==> images/floorplan.png <==
Scale bar: 20 um. Pins as bars on the die edge. Tap cells in grey.
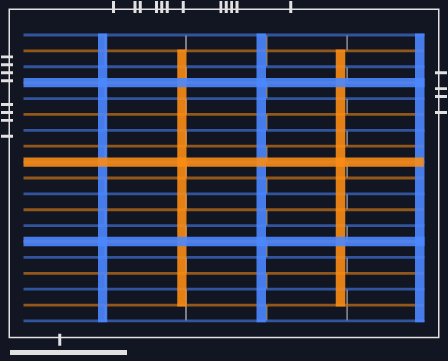
==> images/class_map.png <==
Scale bar: 20 um.
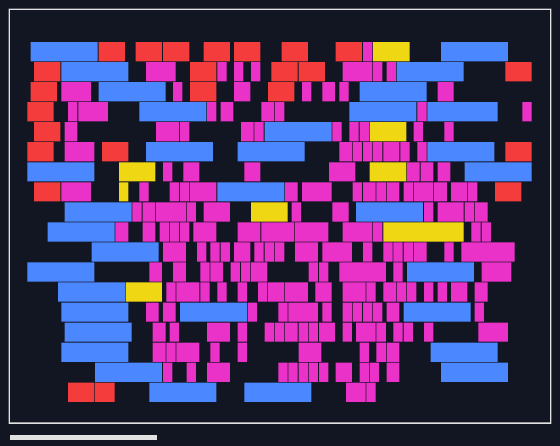
==> images/clock_wires.png <==
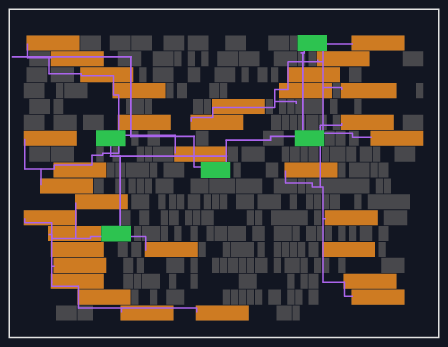
==> images/layers.png <==
Scale bar: 20 um. Only two layers are drawn.
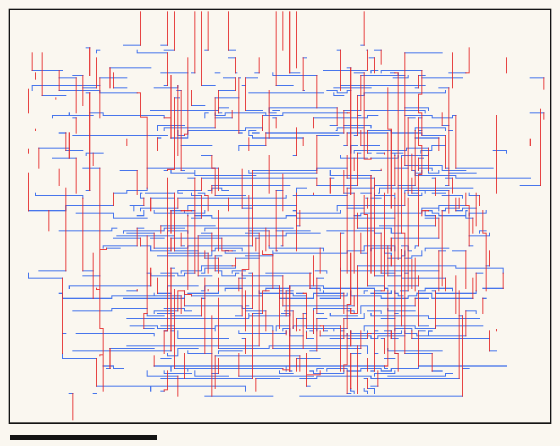
<file path="src/rtl/lcd_pkg.sv">
// Shared types, command constants and helpers for the LCD write engine.
package lcd_pkg;

  typedef enum logic [2:0] {
    ST_IDLE,
    ST_SETUP,
    ST_PULSE,
    ST_HOLD,
    ST_WAIT
  } lcd_state_t;

  localparam logic [7:0] CLEAR    = 8'h01;
  localparam logic [7:0] HOME     = 8'h02;
  // HD44780 ignores bit 0 of the home command, so 0x03 is also a home.
  localparam logic [7:0] HOME_ALT = 8'h03;

  function automatic logic is_slow_cmd(input logic rs, input logic [7:0] b);
    return !rs && ((b == CLEAR) || (b == HOME) || (b == HOME_ALT));
  endfunction

  function automatic int unsigned max2(input int unsigned a, input int unsigned b);
    return (a > b) ? a : b;
  endfunction

endpackage

</file>
<file path="src/rtl/lcd_phase_timer.sv">
// Loadable down-counter with zero flag; times every engine phase.
module lcd_phase_timer #(
  parameter int unsigned W = 8
) (
  input  logic         clk,
  input  logic         rst,
  input  logic         i_load,
  input  logic [W-1:0] i_load_val,
  output logic         o_zero
);

  localparam logic [W-1:0] ONE = W'(1);

  logic [W-1:0] r_cnt;

  always_ff @(posedge clk or negedge rst) begin
    if (!rst) begin
      r_cnt <= '0;
    end else if (i_load) begin
      r_cnt <= i_load_val;
    end else if (r_cnt != '0) begin
      r_cnt <= r_cnt - ONE;
    end
  end

  assign o_zero = (r_cnt == '0);

endmodule

</file>
<file path="src/rtl/lcd_write_engine.sv">
// HD44780-class LCD bus write engine with setup/pulse/hold/busy-wait timing.
// Define LCD_NIBBLE_MODE_EN for a 4-bit bus (high nibble first on LCD_DATA[7:4]).
module lcd_write_engine
  import lcd_pkg::*;
#(
  parameter int unsigned SETUP_CYC     = 2,
  parameter int unsigned EN_HIGH_CYC   = 16,
  parameter int unsigned HOLD_CYC      = 2,
  parameter int unsigned WAIT_CYC      = 2000,
  parameter int unsigned SLOW_WAIT_CYC = 80000
) (
  input  logic       clk,
  input  logic       rst,
  input  logic       start,
  input  logic       rs_in,
  input  logic [7:0] data_in,
  output logic       ready,
  output logic       done_write,
  output logic       LCD_RW,
  output logic       LCD_RS,
  output logic       LCD_EN,
  output logic [7:0] LCD_DATA
);

  localparam int unsigned MAX_CYC = max2(max2(max2(SETUP_CYC, EN_HIGH_CYC), HOLD_CYC),
                                         max2(WAIT_CYC, SLOW_WAIT_CYC));
  localparam int unsigned CW = $clog2(MAX_CYC + 1);

  localparam logic [CW-1:0] LD_SETUP = CW'(SETUP_CYC - 1);
  localparam logic [CW-1:0] LD_EN    = CW'(EN_HIGH_CYC - 1);
  localparam logic [CW-1:0] LD_HOLD  = CW'(HOLD_CYC - 1);
  localparam logic [CW-1:0] LD_WAIT  = CW'(WAIT_CYC - 1);
  localparam logic [CW-1:0] LD_SLOW  = CW'(SLOW_WAIT_CYC - 1);

  lcd_state_t    r_state;
  lcd_state_t    w_state_next;
  logic          w_load;
  logic [CW-1:0] w_load_val;
  logic          w_zero;
  logic          w_accept;
  logic          w_nib_again;
  logic          r_slow;
  logic          r_en;
  logic          r_rs;
  logic          r_ready;
  logic          r_done;
  logic [7:0]    r_data;

`ifdef LCD_NIBBLE_MODE_EN
  logic          r_second;
  logic [3:0]    r_low;

  assign w_nib_again = !r_second;
`else
  assign w_nib_again = 1'b0;
`endif

  lcd_phase_timer #(.W(CW)) u_timer (
    .clk        (clk),
    .rst        (rst),
    .i_load     (w_load),
    .i_load_val (w_load_val),
    .o_zero     (w_zero)
  );

  always_comb begin
    w_state_next = r_state;
    w_load       = 1'b0;
    w_load_val   = '0;
    w_accept     = 1'b0;
    case (r_state)
      ST_IDLE: begin
        if (start) begin
          w_accept     = 1'b1;
          w_state_next = ST_SETUP;
          w_load       = 1'b1;
          w_load_val   = LD_SETUP;
        end
      end
      ST_SETUP: begin
        if (w_zero) begin
          w_state_next = ST_PULSE;
          w_load       = 1'b1;
          w_load_val   = LD_EN;
        end
      end
      ST_PULSE: begin
        if (w_zero) begin
          w_state_next = ST_HOLD;
          w_load       = 1'b1;
          w_load_val   = LD_HOLD;
        end
      end
      ST_HOLD: begin
        if (w_zero) begin
          w_load = 1'b1;
          if (w_nib_again) begin
            w_state_next = ST_SETUP;
            w_load_val   = LD_SETUP;
          end else begin
            w_state_next = ST_WAIT;
            w_load_val   = r_slow ? LD_SLOW : LD_WAIT;
          end
        end
      end
      ST_WAIT: begin
        if (w_zero) begin
          w_state_next = ST_IDLE;
        end
      end
      default: w_state_next = ST_IDLE;
    endcase
  end

  always_ff @(posedge clk or negedge rst) begin
    if (!rst) begin
      r_state <= ST_IDLE;
    end else begin
      r_state <= w_state_next;
    end
  end

  // Pin registers are driven from the next state so they switch on the same edge as the FSM.
  always_ff @(posedge clk or negedge rst) begin
    if (!rst) begin
      r_en     <= 1'b0;
      r_rs     <= 1'b0;
      r_ready  <= 1'b1;
      r_done   <= 1'b0;
      r_data   <= '0;
      r_slow   <= 1'b0;
`ifdef LCD_NIBBLE_MODE_EN
      r_second <= 1'b0;
      r_low    <= '0;
`endif
    end else begin
      r_en    <= (w_state_next == ST_PULSE);
      r_ready <= (w_state_next == ST_IDLE);
      r_done  <= (r_state == ST_WAIT) && (w_state_next == ST_IDLE);
      if (w_accept) begin
        r_rs   <= rs_in;
        r_slow <= is_slow_cmd(rs_in, data_in);
`ifdef LCD_NIBBLE_MODE_EN
        r_data   <= {data_in[7:4], 4'h0};
        r_low    <= data_in[3:0];
        r_second <= 1'b0;
`else
        r_data <= data_in;
`endif
      end
`ifdef LCD_NIBBLE_MODE_EN
      if ((r_state == ST_HOLD) && w_zero && !r_second) begin
        r_data   <= {r_low, 4'h0};
        r_second <= 1'b1;
      end
`endif
    end
  end

  assign LCD_RW     = 1'b0;
  assign LCD_RS     = r_rs;
  assign LCD_EN     = r_en;
  assign LCD_DATA   = r_data;
  assign ready      = r_ready;
  assign done_write = r_done;

endmodule

</file>
<file path="config.mk">
export PLATFORM = sky130hd
export DESIGN_NAME = lcd_write_engine
export DESIGN_NICKNAME = d
export VERILOG_FILES = /design/src/rtl/lcd_pkg.sv /design/src/rtl/lcd_phase_timer.sv /design/src/rtl/lcd_write_engine.sv
export SDC_FILE = /design/constraint.sdc
export NUM_CORES = 1
export LEC_CHECK = 0
export ABC_AREA = 1
export CAP_MARGIN = 25
export CORE_ASPECT_RATIO = 0.75
export CORE_MARGIN = 2
export CORE_UTILIZATION = 52
export CTS_CLUSTER_SIZE = 10
export DETAILED_ROUTE_END_ITERATION = 8
export PLACE_DENSITY = 0.74
export SYNTH_ARGS = -nofsm -noshare
export SYNTH_HDL_FRONTEND = slang
export SYNTH_SLANG_ARGS = --single-unit
</file>
<file path="constraint.sdc">
create_clock -name clk -period 3.8 [get_ports clk]
set_input_delay 0.76 -clock clk [delete_from_list [all_inputs] [get_ports clk]]
set_output_delay 0.76 -clock clk [all_outputs]
set_load 0.02 [all_outputs]
</file>
==> reports/results.md <==
| Metric | Value | Unit |
|---|---|---|
| Number of antenna violations at the first check in global routing | 0 | - |
| Number of hold violations in the final report | 0 | - |
| Number of vias in the routed layout | 1458 | - |
| Min-delay worst type | flip-flop to flip-flop | - |
| Final TNS setup | 0 | ns |
| Maximum vdd drop | 0.2274 | mV |
| Chip Area | 0.004101 | sq mm |
| Largest family of logic cells by area | simple AND/OR/NAND/NOR gates | - |
| Top-Level Pins | 25 | - |
| Floorplan die height | 55.96 | um |
| Log Warnings | 27 | - |
| Area used by multi-input combinational logic | 933.4 | sq um |
| CP Launch Point | ready$_DFF_PN1_ | - |
| Post-placement cell area | 0.002132 | sq mm |
| Most used DFF post-synth | sky130_fd_sc_hd__dfrtp_1 | - |
| Maximum fanout along the worst path | 1 | - |
| DP Wirelength | 2812 | um |
| Crit end category | primary output | - |
| Utilization after layout | 67.00 | % |
| Placed insts | 284 | - |
| Status | complete, no violations | - |
| Post-Synth XOR/XNOR Area | 4.679 | % |
| Capture instance of the worst register-to-register path | u_timer.r_cnt[4]$_DFFE_PN0P_ | - |
| Critical-path cell with the highest stage delay | sky130_fd_sc_hd__clkdlybuf4s50_1 | - |
| Total of fill cells in the finished design | 298 | - |
| Unrepaired setup endpoints after global routing | no | - |
| Capturing instance or port of the critical path | ready | - |
| Worst min-delay path startpoint | LCD_DATA[6]$_DFFE_PN0P_ | - |
| Effective utilization at floorplan | 55.78 | % |
| Startpoint of the lowest-slack register-to-register path | u_timer.r_cnt[0]$_DFFE_PN0P_ | - |
| Antenna Violating Nets Remaining | 0 | - |
| # DRC | 0 | - |
| Aoi share | 5.548 | % |
| Clock-pin slew on the worst setup and hold paths | 0.07 | ns |
| Leading cell types by count after synthesis | sky130_fd_sc_hd__nand2_1 (56), sky130_fd_sc_hd__dfrtp_1 (32), sky130_fd_sc_hd__nor2_1 (29), sky130_fd_sc_hd__inv_1 (19), sky130_fd_sc_hd__a21oi_1 (14) | - |
| LEAKAGE | 0.001048 | uW |
| Crit path launch type | flip-flop | - |
| Largest stage delay, worst path | 0.59 | ns |
| Yosys warning total | 0 | - |
| Syn avg cell area | 8.394 | sq um |
| Via/cell ratio | 4.993 | - |
| Combined area of all synthesized cells | 0.001872 | sq mm |
| Depth of the critical timing path with buffers and inverters included | 1 | - |
| Count of cells resized by post-cts repair | 0 | - |
| Top cell area share | 42.78 | % |
| CTS H-Tree Depth | 2 | - |
| Number of clock sinks | 33 | - |
| Final Routed Wirelength | 3694 | um |
| Diodes inserted | 0 | - |
| Skew-Pair Late Insertion Delay | 0.28 | ns |
| Synthesized chip area reported by yosys | 0.001872 | sq mm |
| Synth Register Bits | 33 | - |
| Drt pass-1 iters | 5 | - |
| Cell accounting for the most synthesized area | sky130_fd_sc_hd__dfrtp_1 | - |
| Cell family with most CP delay | buffers and inverters | - |
| Length in cells of the worst reg-to-reg path | 11 | - |
| Critical path required time | 3.04 | ns |
| Setup Viol. Count Final | 0 | - |
| Area overhead of the layout relative to synthesis | 20.12 | % |
| Vias in the first global route | 1330 | - |
| Standard cell core area | 0.003356 | sq mm |
| Pin count of the biggest net entering global routing | 34 | - |
| Port buffer count | 23 | - |
| Avg WL per Cell | 12.65 | um |
| Unique cell type count in the Yosys netlist | 31 | - |
| Cts bufs inserted | 5 | - |
| Fraction of layout instances using a drive strength above 1 | 15.48 | % |
| Synthesized-area fraction occupied by adder cells | 1.337 | % |
| Post-route cell area | 0.002248 | sq mm |
| Clock Path Buffers | 2 | - |
| CTS tree | done | - |
| Classification of the worst setup path | flip-flop to primary output | - |
| Total count of max-transition violations in the final report | 0 | - |
| Reg area | 827.0 | sq um |
| Final nets | 265 | - |
| Basic-gate share of the synthesized area counting and, or, nand and nor cells | 35.09 | % |
| Slack of the worst reg-to-reg path | 1.95 | ns |
| Final non-filler cell total | 292 | - |
| CTS root buf | sky130_fd_sc_hd__clkbuf_8 | - |
| Floorplan Nets | 237 | - |
| Global route overflow | 0 | - |
| Share of the cycle needed by the critical path after routing | 56.71 | % |
| Hold Path Sink | LCD_DATA[6]$_DFFE_PN0P_ | - |
| Worst Clk Skew | 0.005446 | ns |
| Arr. time, crit path | 1.39 | ns |
| Main area contributors after synthesis | sky130_fd_sc_hd__dfrtp_1 (43%), sky130_fd_sc_hd__nand2_1 (11%), sky130_fd_sc_hd__nor2_1 (5.8%) | - |
| Global-route wire length before repair | 6499 | um |
| Total design power | 710.8 | uW |
| Horizontal die dimension | 73.28 | um |
| Maximum achievable frequency | 464.0 | MHz |
| Share of async-settable or async-resettable flops after synthesis | 100.0 | % |
| Hold Path Cell Cnt | 2 | - |
| Most popular library cell in the synthesized design by count | sky130_fd_sc_hd__nand2_1 | - |
| Instance tally after logic synthesis | 223 | - |
| Gr usage total | 20.83 | % |
| Placement Rows | 18 | - |
| Cells along the critical path | clkdlybuf4s50_1 | - |
| Count of flip-flops with a built-in enable after synthesis | 0 | - |
| PwrDens | 316.1 | mW/mm^2 |
| Starting DRC count in detailed routing | 100 | - |
| CTS Hold Buffers Added | 0 | - |
| Post-synth mux share | 3.008 | % |
| Routability-driven placement congestion ratio | 0.8683 | - |
| Proportion of synthesized chip area in sequential cells | 44.18 | % |
| Min cycle time layout | 2.155 | ns |
## Picture notes: floorplan.png
VDD -> orange
VSS -> blue
met4 straps = 5
met5 straps = 3
rows = 18

## Picture notes: class_map.png
remaining logic cells -> magenta  # cells 187, share of their area 46%
sequential cells -> blue  # cells 33, share of their area 38%
remaining buffers and delay cells -> red  # cells 24, share of their area 11%
clock drivers and dummy loads -> yellow  # cells 8, share of their area 5.3%

## Picture notes: clock_wires.png
clock-net drivers -> green  # count 5
flip-flops -> orange  # count 33
clock wires -> purple  # length 396 um
routed clock nets = 6

## Picture notes: layers.png
M2 -> red  # wire length 1480 um
M1 -> blue  # wire length 1980 um

==> tightest hold or removal path: stages, from the launching register on <==
cell and delay, ns:
sky130_fd_sc_hd__dfrtp_1 0.35, sky130_fd_sc_hd__nand2_1 0.05, sky130_fd_sc_hd__o21ai_0 0.05
==> layout by cell type, fill, tap and decap left out, types with 2 or more instances in the layout <==
master	instances
sky130_fd_sc_hd__ha_1	2
sky130_fd_sc_hd__dfrtp_1	32
sky130_fd_sc_hd__clkdlybuf4s50_1	23
sky130_fd_sc_hd__nor2_1	29
sky130_fd_sc_hd__nand2_1	56
sky130_fd_sc_hd__inv_1	19
sky130_fd_sc_hd__nand4_1	3
sky130_fd_sc_hd__mux2_2	5
sky130_fd_sc_hd__o21ai_0	5
sky130_fd_sc_hd__clkbuf_8	6
sky130_fd_sc_hd__nand2_2	3
sky130_fd_sc_hd__a21oi_1	14
sky130_fd_sc_hd__nor2_2	6
sky130_fd_sc_hd__xnor2_1	5
sky130_fd_sc_hd__nand2_4	4
sky130_fd_sc_hd__nor2_4	4
sky130_fd_sc_hd__nand3_1	11
sky130_fd_sc_hd__xor2_1	5
sky130_fd_sc_hd__nand3b_1	3
sky130_fd_sc_hd__nand3_2	4
==> registers in the layout (all words and copies together) (netlist names) <==
register / cells
ready: 1
done_write: 1
LCD_EN: 1
r_slow: 1
u_timer.r_cnt: 17
r_state: 3
LCD_RS: 1
LCD_DATA: 8
==> per-layer routing <==
| metal | GRT usage [%] | routed length, um | vias to the layer above | share of wire (%) |
|---|---|---|---|---|
| met1 | 33.88 | 1984 | 660 | 54 |
| li1 | - | - | 755 | - |
| met4 | 5.556 | 40 | 0 | 1.1 |
| met2 | 26.90 | 1475 | 37 | 40 |
| met3 | 5.254 | 194 | 6 | 5.3 |
| met5 | 0 | 0 | - | 0 |
==> cells by family after synthesis <==
family	count (synthesis)
AND-OR/OR-AND	20
AND/OR/NAND/NOR	128
flip-flops	33
adder cells (fa/ha/maj)	2
buffers and inverters	24
multiplexers	5
XOR/XNOR	10
other	1
==> through the flow <==
stage / worst slack (ns) / hold slack, ns
final: 1.645 / 0.4940
after global routing: 1.599 / 0.5262
after CTS: 1.628 / 0.4970
after detailed placement: 1.605 / 0.4805
after global placement: 1.701 / 0.4688
after floorplan: 2.205 / 0.4644
==> cell type report <==
| class | count | share of cell area [%] |
|---|---|---|
| Clock buffer | 7 | 3.840 |
| Clock inverter | 1 | 1.336 |
| Inverter | 21 | 3.728 |
| Multi-Input combinational cell | 166 | 41.51 |
| Sequential cell | 33 | 36.78 |
| Tap cell | 40 | 2.226 |
| Timing Repair Buffer | 24 | 10.57 |
==> power by group <==
group	internal (uW)	total, uW	switching, uW
Sequential	351	351	0
Combinational	11.4	22.4	11.0
Clock	214	337	123
No activity file was given, so power comes from the tool's default toggle rates.
